Fig. 1: run 1, power grid
Scale bar: 50 um. Pins as bars on the die edge. Tap cells in grey.
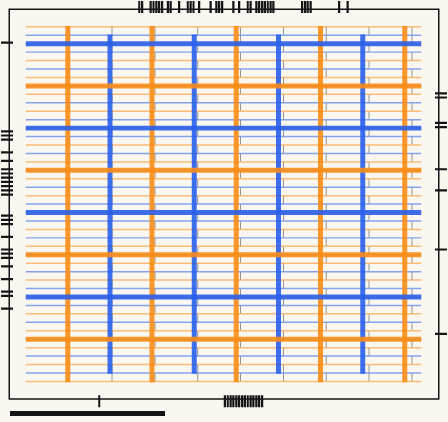
Fig. 2: run 1, the metal 4 layer
Cells faint in the background.
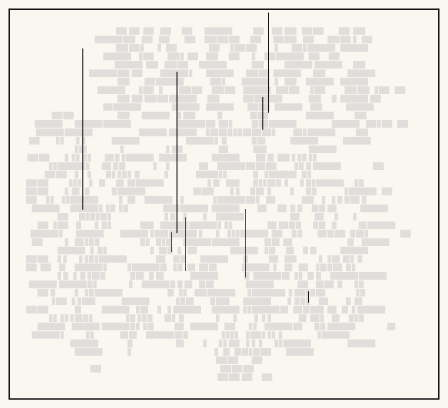
Fig. 3: run 1, metal layers overlaid
Only two layers are drawn.
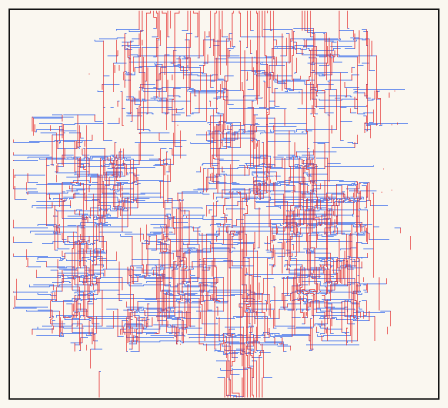
==> src/rtl/rx_buffer_reader.sv <==
// Read-side sequencer for the RX sample buffer BRAM (port B): streams a circular
// address range out over valid/ready, absorbing BRAM latency in a 2-entry skid FIFO.
module rx_buffer_reader #(
    parameter int ADDR_MSB = 12,
    parameter int BRAM_LAT = 1
) (
    input  logic                cpu_clk,
    input  logic                rst_n,
    input  logic                start,
    input  logic [ADDR_MSB:0]   start_addr,
    input  logic [ADDR_MSB+1:0] nwords,
    input  logic                abort,
    output logic [ADDR_MSB:0]   rd_addr,
    input  logic [15:0]         rd_data,
    output logic [15:0]         tdata,
    output logic                tvalid,
    input  logic                tready,
    output logic                tlast,
    output logic                busy,
    output logic                done,
    output logic [1:0]          state_dbg
);

    localparam int AW = ADDR_MSB + 1;
    localparam int CW = ADDR_MSB + 2;

    typedef enum logic [1:0] {
        S_IDLE   = 2'd0,
        S_STREAM = 2'd1,
        S_DRAIN  = 2'd2
    } state_t;

    typedef logic [BRAM_LAT-1:0] pipe_t;

    state_t          state;
    state_t          state_nxt;
    logic [AW-1:0]   addr_nxt;
    logic [CW-1:0]   issue_left;
    logic [CW-1:0]   nwords_q;
    logic [CW-1:0]   delivered;
    pipe_t           pipe;
    logic [15:0]     fifo_mem [2];
    logic            wr_ptr;
    logic            rd_ptr;
    logic [1:0]      fifo_count;
    logic [1:0]      inflight;
    logic [2:0]      slots;
    logic            accept;
    logic            issue;
    logic            push;
    logic            pop;
    logic            last_beat;

    // Stream handshake: a word transfers on any edge where tvalid & tready are both
    // high; while tvalid is high and tready low, tdata/tlast/tvalid do not change.
    assign tvalid    = (fifo_count != 2'd0);
    assign tdata     = tvalid ? fifo_mem[rd_ptr] : 16'h0000;
    assign tlast     = tvalid && ((delivered + CW'(1)) == nwords_q);
    assign pop       = tvalid && tready;
    assign last_beat = pop && tlast;
    assign push      = pipe[BRAM_LAT-1];
    assign accept    = (state == S_IDLE) && start && !abort;
    assign state_dbg = state;

    always_comb begin
        inflight = 2'd0;
        for (int i = 0; i < BRAM_LAT; i++) begin
            inflight = inflight + {1'b0, pipe[i]};
        end
    end

    // Occupancy projected past this edge's pop, so a steady tready gives one word per clock.
    assign slots = {1'b0, fifo_count} + {1'b0, inflight} - {2'b00, pop};

    // State register
    always_ff @(posedge cpu_clk or negedge rst_n) begin
        if (!rst_n) begin
            state <= S_IDLE;
        end else begin
            state <= state_nxt;
        end
    end

    // Next-state logic
    always_comb begin
        state_nxt = state;
        case (state)
            S_IDLE: begin
                if (accept && (nwords != '0)) begin
                    state_nxt = S_STREAM;
                end
            end
            S_STREAM: begin
                if (abort) begin
                    state_nxt = S_IDLE;
                end else if (issue && (issue_left == CW'(1))) begin
                    state_nxt = S_DRAIN;
                end
            end
            S_DRAIN: begin
                if (abort || last_beat) begin
                    state_nxt = S_IDLE;
                end
            end
            default: state_nxt = S_IDLE;
        endcase
    end

    // Output logic
    always_comb begin
        busy  = (state != S_IDLE);
        issue = (state == S_STREAM) && !abort && (issue_left != '0) && (slots < 3'd2);
    end

    // Datapath: address generation, read pipeline, skid FIFO, beat counting.
    // A read counts as issued on the edge that loads rd_addr; its data is sampled
    // from rd_data BRAM_LAT edges later.
    always_ff @(posedge cpu_clk or negedge rst_n) begin
        if (!rst_n) begin
            rd_addr     <= '0;
            addr_nxt    <= '0;
            issue_left  <= '0;
            nwords_q    <= '0;
            delivered   <= '0;
            pipe        <= '0;
            wr_ptr      <= 1'b0;
            rd_ptr      <= 1'b0;
            fifo_count  <= 2'd0;
            done        <= 1'b0;
            fifo_mem[0] <= 16'h0000;
            fifo_mem[1] <= 16'h0000;
        end else begin
            done <= 1'b0;
            if (busy && abort) begin
                pipe       <= '0;
                wr_ptr     <= 1'b0;
                rd_ptr     <= 1'b0;
                fifo_count <= 2'd0;
                delivered  <= '0;
                issue_left <= '0;
            end else begin
                if (accept) begin
                    addr_nxt   <= start_addr;
                    issue_left <= nwords;
                    nwords_q   <= nwords;
                    delivered  <= '0;
                    done       <= (nwords == '0);
                end
                if (issue) begin
                    rd_addr    <= addr_nxt;
                    addr_nxt   <= addr_nxt + AW'(1);
                    issue_left <= issue_left - CW'(1);
                end
                pipe <= (pipe << 1) | pipe_t'(issue);
                if (push) begin
                    fifo_mem[wr_ptr] <= rd_data;
                    wr_ptr           <= ~wr_ptr;
                end
                if (pop) begin
                    rd_ptr    <= ~rd_ptr;
                    delivered <= delivered + CW'(1);
                end
                case ({push, pop})
                    2'b10:   fifo_count <= fifo_count + 2'd1;
                    2'b01:   fifo_count <= fifo_count - 2'd1;
                    default: fifo_count <= fifo_count;
                endcase
                if (last_beat) begin
                    done <= 1'b1;
                end
            end
        end
    end

endmodule

==> config.mk <==
export PLATFORM = sky130hd
export DESIGN_NAME = rx_buffer_reader
export DESIGN_NICKNAME = d
export VERILOG_FILES = /design/src/rtl/rx_buffer_reader.sv
export SDC_FILE = /design/constraint.sdc
export NUM_CORES = 1
export LEC_CHECK = 0
export CAP_MARGIN = 20
export CORE_ASPECT_RATIO = 0.9
export CORE_MARGIN = 5
export CORE_UTILIZATION = 38
export DETAILED_ROUTE_END_ITERATION = 8
export PLACE_DENSITY_LB_ADDON = 0.25
export SLEW_MARGIN = 15
export SYNTH_ARGS = -nofsm -noshare
export SYNTH_HDL_FRONTEND = slang
export SYNTH_SLANG_ARGS = --single-unit
==> constraint.sdc <==
create_clock -name cpu_clk -period 6.1 [get_ports cpu_clk]
set_input_delay 0.915 -clock cpu_clk [delete_from_list [all_inputs] [get_ports cpu_clk]]
set_output_delay 0.915 -clock cpu_clk [all_outputs]
set_load 0.01 [all_outputs]
==> metrics.csv, run 1 <==
metric,value,unit
total die size,17200,um^2
vias per std cell,5.28,
FP Core Util,0.384,
Hold Crit Start,rd_addr[6],
dominant logic cell type in the layout,nand2_1,
r2r endpoint,issue_left[12],
CP max-delay cell,inv_2,
Post-DRT Antenna Nets,0,
Latency at later pin,360,ps
H-tree depth,3,
combinational gate count,453,
Biggest consumer,registers,
CTS resizes,0,
P_comb,1120,uW
Fin Setup TNS,0,ps
number of flip-flops in the largest register,32,
Non-clk bufs,86,
Synth Net Count,657,
run status,completed,
sequential portion of the cell area,0.394,
logic area,2710,um^2
layer with the highest usage,met2,
fin worst setup slack,1750,ps
Synth top cell by count,nand2_1,
yosys stat cell total,603,
share of layout cells above drive strength 1,0.0962,
Sw Ratio,0.363,
worst hold path depth,2,
synth cell count leaders,"120 x nand2_1, 108 x dfrtp_1, 72 x nor2_1",
fmax,0.230,GHz
1st-iter DRT viols,365,
vias in the first global route,4662,
Layout non-clock buf frac,0.124,
Ports,83,
RSZ-0062 raised after global routing,false,
Setup Buffers After CTS,0,
Avg Inst Size Synth,9.28,um^2
worst-margin pin slew,979,ps
yosys stat area,5590,um^2
CP endpoint,issue_left[12],
Fillers,1401,
Post-synth EDFFs,0,
CTS tree,yes,
Crit. Startpoint,tready,
clock buffer depth,2,
Crit Reg-Reg Startpoint,fifo_count[1],
Clock-cell share,0.0436,
global-route met1 utilization,0.233,
# rows,42,
clkbuf count,10,
Clock Skew,10.6,ps
pwr/cell area,431,nW/um^2
initial antenna violation count,0,
post-synthesis async set-or-reset flop share,1.00,
cts bufs inserted,9,
Met2 Wirelength,6760,um
Worst Hold End,rd_addr[6],
Synth cell types,59,
GRT met2 Usage,0.272,
Worst Setup End Kind,flop,
crit path DRT,6320,ps
P_leak,0.00294,uW
root buf cell,clkbuf_16,
critical path cell sequence,clkdlybuf4s50_1 > o21ai_0 > buf_4 > clkinv_1 > ha_1 > nor2b_1 > fa_1 > or3_4 > a21o_4 > inv_2 > nand2_1 > o211ai_1 > o311ai_0,
Biggest Area Class,combinational gates,
# diodes,0,
Worst Path Max Fanout,40,
number of max-cap violations,0,
register share after synthesis,0.483,
kind of critical path,in2reg,
tap cell count,198,
final WL,13900,um
Synthesized registers,108,
port buffer count,82,
Startpoint Class,input port,
Post-Synthesis Cells,603,
top cells by area,"dfrtp_1 48%, nand2_1 8.1%, mux2_2 6.4%",
"Cell Area, Synth",5590,um^2
Design Power,2950,uW
drt drc,0,
logic share of the area,0.395,
GRT overflow,0,
FF/Latch Area,2700,um^2
Main synth FF type,dfrtp_1,
Final Hold Vio Count,0,
## Picture notes: Fig. 1
| net | colour |
|---|---|
| VSS | orange |
| VDD | blue |
met1 rails: 43
tap cells: 198
signal pins: 83
rows: 42
VDD IR-drop max: 0.000174 V
Die Y: 125 um
Die X: 138 um
Core ar.: 14600 um^2

## Picture notes: Fig. 2
wire length on this layer: 194 um
longest straight run: 51.7 um
share of all routed wire: 1.4%
nets with wire on the layer: 5
main direction: vertical

## Picture notes: Fig. 3
| layer | colour | wire length |
|---|---|---|
| met2 | red | 6760 um |
| met1 | blue | 6220 um |
detailed-route via count: 4614
Avg WL per Cell: 15.9 um

==> run 1: kinds of logic after synthesis <==
group / synth area share
mux: 0.0984
fa+ha+maj: 0.0148
flops: 0.483
xor+xnor: 0.0313
compound gates: 0.124
buf+inv: 0.0336
simple gates: 0.215
==> run 1: stage by stage <==
step,std cells,hold WS (ps),utilization,cell area [um^2]
6_report,874,482,0.471,6850
5_1_grt,874,505,0.471,6850
4_1_cts,874,483,0.471,6850
3_5_place_dp,858,466,0.450,6560
3_3_place_gp,858,464,0.450,6560
2_1_floorplan,603,447,-,5590
==> run 1: critical path, delay by kind of cell <==
| family | cells | cell delay, ps |
|---|---|---|
| AOI/OAI and AO/OA | 4 | 810 |
| adders and majority gates | 2 | 760 |
| and+or+nand+nor | 3 | 780 |
| buffers and inverters | 4 | 1300 |
==> inputs of run 2 (changes only) <==
clock period = 4.3 ns   (was 6.1 ns; I/O delays follow)
Fig. 4: run 2, power grid
Scale bar: 50 um. Pins as bars on the die edge. Tap cells in grey.
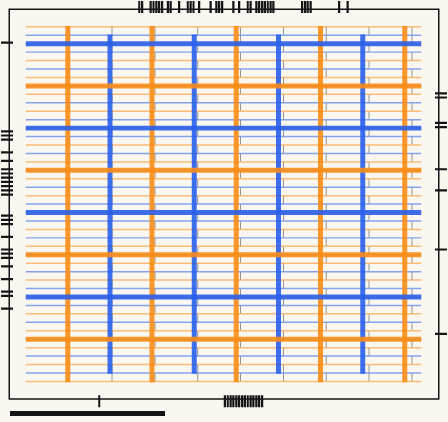
| net | colour |
|---|---|
| VSS | orange |
| VDD | blue |
tap cells: 198
met5 straps: 8
VDD IR-drop max: 0.000304 V

==> metrics.csv, run 2 <==
metric,value,unit
Synth mux share,0.0984,
run status,completed,
Synth top cell by count,nand2_1,
Synth cell types,59,
P_leak,0.00294,uW
FP Core Util,0.384,
vias per std cell,5.37,
CP max-delay cell,clkdlybuf4s50_1,
CP endpoint,tlast,
Core ar.,14600,um^2
Simple-Gate Area Share,0.215,
Synth Net Count,657,
Crit Reg-Reg Startpoint,fifo_count[1],
yosys stat cell total,603,
root buf cell,clkbuf_16,
number of flip-flops in the largest register,32,
"Core Util, Final",0.471,
Final Hold Vio Count,0,
RSZ-0062 raised after global routing,false,
drt drc,0,
cts bufs inserted,9,
top cells by area,"dfrtp_1 48%, nand2_1 8.1%, mux2_2 6.4%",
final WL,14200,um
number of max-cap violations,0,
initial antenna violation count,0,
# rows,42,
Post-DRT Antenna Nets,0,
Ports,83,
Worst Path Buf+Inv,1,
DP Area,6580,um^2
hold_ws,314,ps
yosys stat area,5590,um^2
Design Power,4170,uW
aoi share,0.124,
critical path cell sequence,ha_1 > and3_1 > nand4_1 > xnor2_1 > o211ai_1 > or4_4 > nor2_1 > clkdlybuf4s50_1,
fin worst setup slack,406,ps
post-synthesis async set-or-reset flop share,1.00,
yosys adder share,0.0148,
layer with the highest usage,met2,
GRT overflow,0,
Crit. Startpoint,delivered[0],
H-tree depth,3,
total die size,17200,um^2
critical path's top delay family,simple AND/OR/NAND/NOR gates,
CTS tree,yes,
Avg Inst Size Synth,9.28,um^2
detailed-route via count,4707,
Worst Path Max Fanout,8,
-- run 2: cell counts after synthesis --
Identical to the previous run, type by type.
-- run 2: worst min path at each step --
stage / to / slack, ps / cells past startpoint
finish: delivered[1] / 310 / 1
global route: delivered[1] / 360 / 1
CTS: delivered[1] / 320 / 1
detailed placement: rd_addr[12] / 460 / 2
global placement: addr_nxt[12] / 460 / 1
floorplan: addr_nxt[0] / 350 / 0
-- run 2: final cells by class --
| cell class | count | area (um^2) |
|---|---|---|
| well taps | 198 | 248 |
| flip-flops and latches | 108 | 2700 |
| inverters | 13 | 48.8 |
| clock buffers | 12 | 246 |
| multi-input cells | 453 | 2710 |
| clock inverters | 4 | 31.3 |
| fillers | 1378 | 7700 |
| repair buffers | 89 | 871 |
==> inputs of run 3 (changes only) <==
CORE_ASPECT_RATIO = 0.6   (was 0.9)
Fig. 5: run 3, power grid
Scale bar: 50 um. Pins as bars on the die edge. Tap cells in grey.
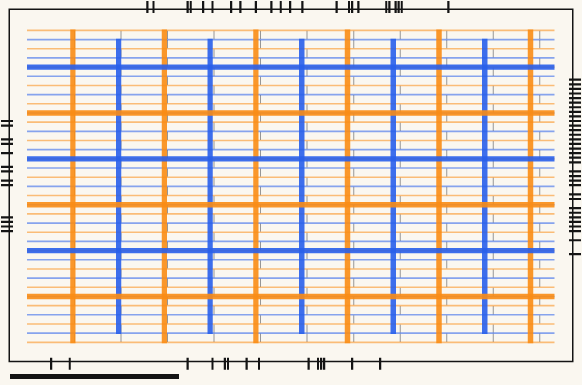
| net | colour |
|---|---|
| VSS | orange |
| VDD | blue |
rows: 34
signal pins: 83
tap cells: 198
VDD IR-drop max: 0.000244 V
Die X: 167 um
Die Y: 104 um

==> metrics.csv, run 3 <==
metric,value,unit
run status,completed,
"Cell Area, Synth",5590,um^2
Synth Net Count,657,
FP Core Util,0.387,
H-tree depth,3,
sequential portion of the cell area,0.392,
Core ar.,14500,um^2
clkbuf count,9,
Startpoint Class,flop,
Setup Buffers After CTS,0,
number of max-cap violations,0,
Post-DRT Antenna Nets,0,
GRT overflow,0,
Worst Setup End Kind,output port,
Biggest Area Class,combinational gates,
Post-synth EDFFs,0,
detailed-route via count,4661,
drt drc,0,
Synth cell types,59,
total die size,17300,um^2
Seq cells,108,
layer with the highest usage,met1,
Met2 Wirelength,5910,um
yosys stat cell total,603,
Fillers,1368,
P_leak,0.00296,uW
synth cell count leaders,"120 x nand2_1, 108 x dfrtp_1, 72 x nor2_1",
Worst Path Max Fanout,8,
pwr/cell area,617,nW/um^2
combinational gate count,453,
P_comb,1640,uW
Crit Reg-Reg Startpoint,fifo_count[1],
CTS tree,yes,
FF/Latch Area,2700,um^2
logic share of the area,0.394,
Simple-Gate Area Share,0.215,
register share after synthesis,0.483,
Avg Inst Size Synth,9.28,um^2
crit path DRT,3650,ps
Latency at later pin,350,ps
Fin Setup TNS,0,ps
Main synth FF type,dfrtp_1,
Synth Area in XOR/XNOR,0.0313,
Final Hold Vio Count,0,
fmax,0.244,GHz
Post-Synthesis Cells,603,
comb area leader,simple AND/OR/NAND/NOR gates,
Synthesized registers,108,
Worst Path Buf+Inv,1,
cts bufs inserted,9,
global-route met1 utilization,0.266,
CP max-delay cell,clkdlybuf4s50_1,
Non-clk invs,13,
worst-margin pin slew,935,ps
final WL,14800,um
critical path cell sequence,ha_1 > and3_1 > nand4_1 > xnor2_2 > o211ai_1 > or4_4 > nor2_1 > clkdlybuf4s50_1,
Ports,83,
Clock-cell share,0.0447,
Synth mux share,0.0984,
logic area,2720,um^2
Non-clk bufs,89,
Layout non-clock buf frac,0.126,
yosys adder share,0.0148,
GRT met2 Usage,0.237,
clock buffer depth,2,
Avg WL per Cell,16.8,um
1st-iter DRT viols,401,
root buf cell,clkbuf_16,
==> run 3: cell counts after synthesis <==
Identical to the previous run, type by type.
==> run 3: how the worst max path moves through the flow <==
stage	depth (start not counted)	slack, ps	startpoint	to
final	8	200	delivered[0]	tlast
after global routing	8	30	delivered[0]	tlast
after CTS	8	180	delivered[0]	tlast
after detailed placement	13	360	tready	addr_nxt[8]
after global placement	13	430	tready	addr_nxt[5]
after floorplan	11	1080	fifo_count[1]	issue_left[11]
==> run 3: through the flow <==
stage               cell area (um^2)  hold WS, ps  setup slack [ps]   util
global placement                6580          465               432  0.455
floorplan                       5590          349              1080      -
global route                    6890          327              31.8  0.477
CTS                             6890          308               184  0.476
detailed placement              6580          466               360  0.455
finish                          6890          272               202  0.477
No activity file was given, so power comes from the tool's default toggle rates.
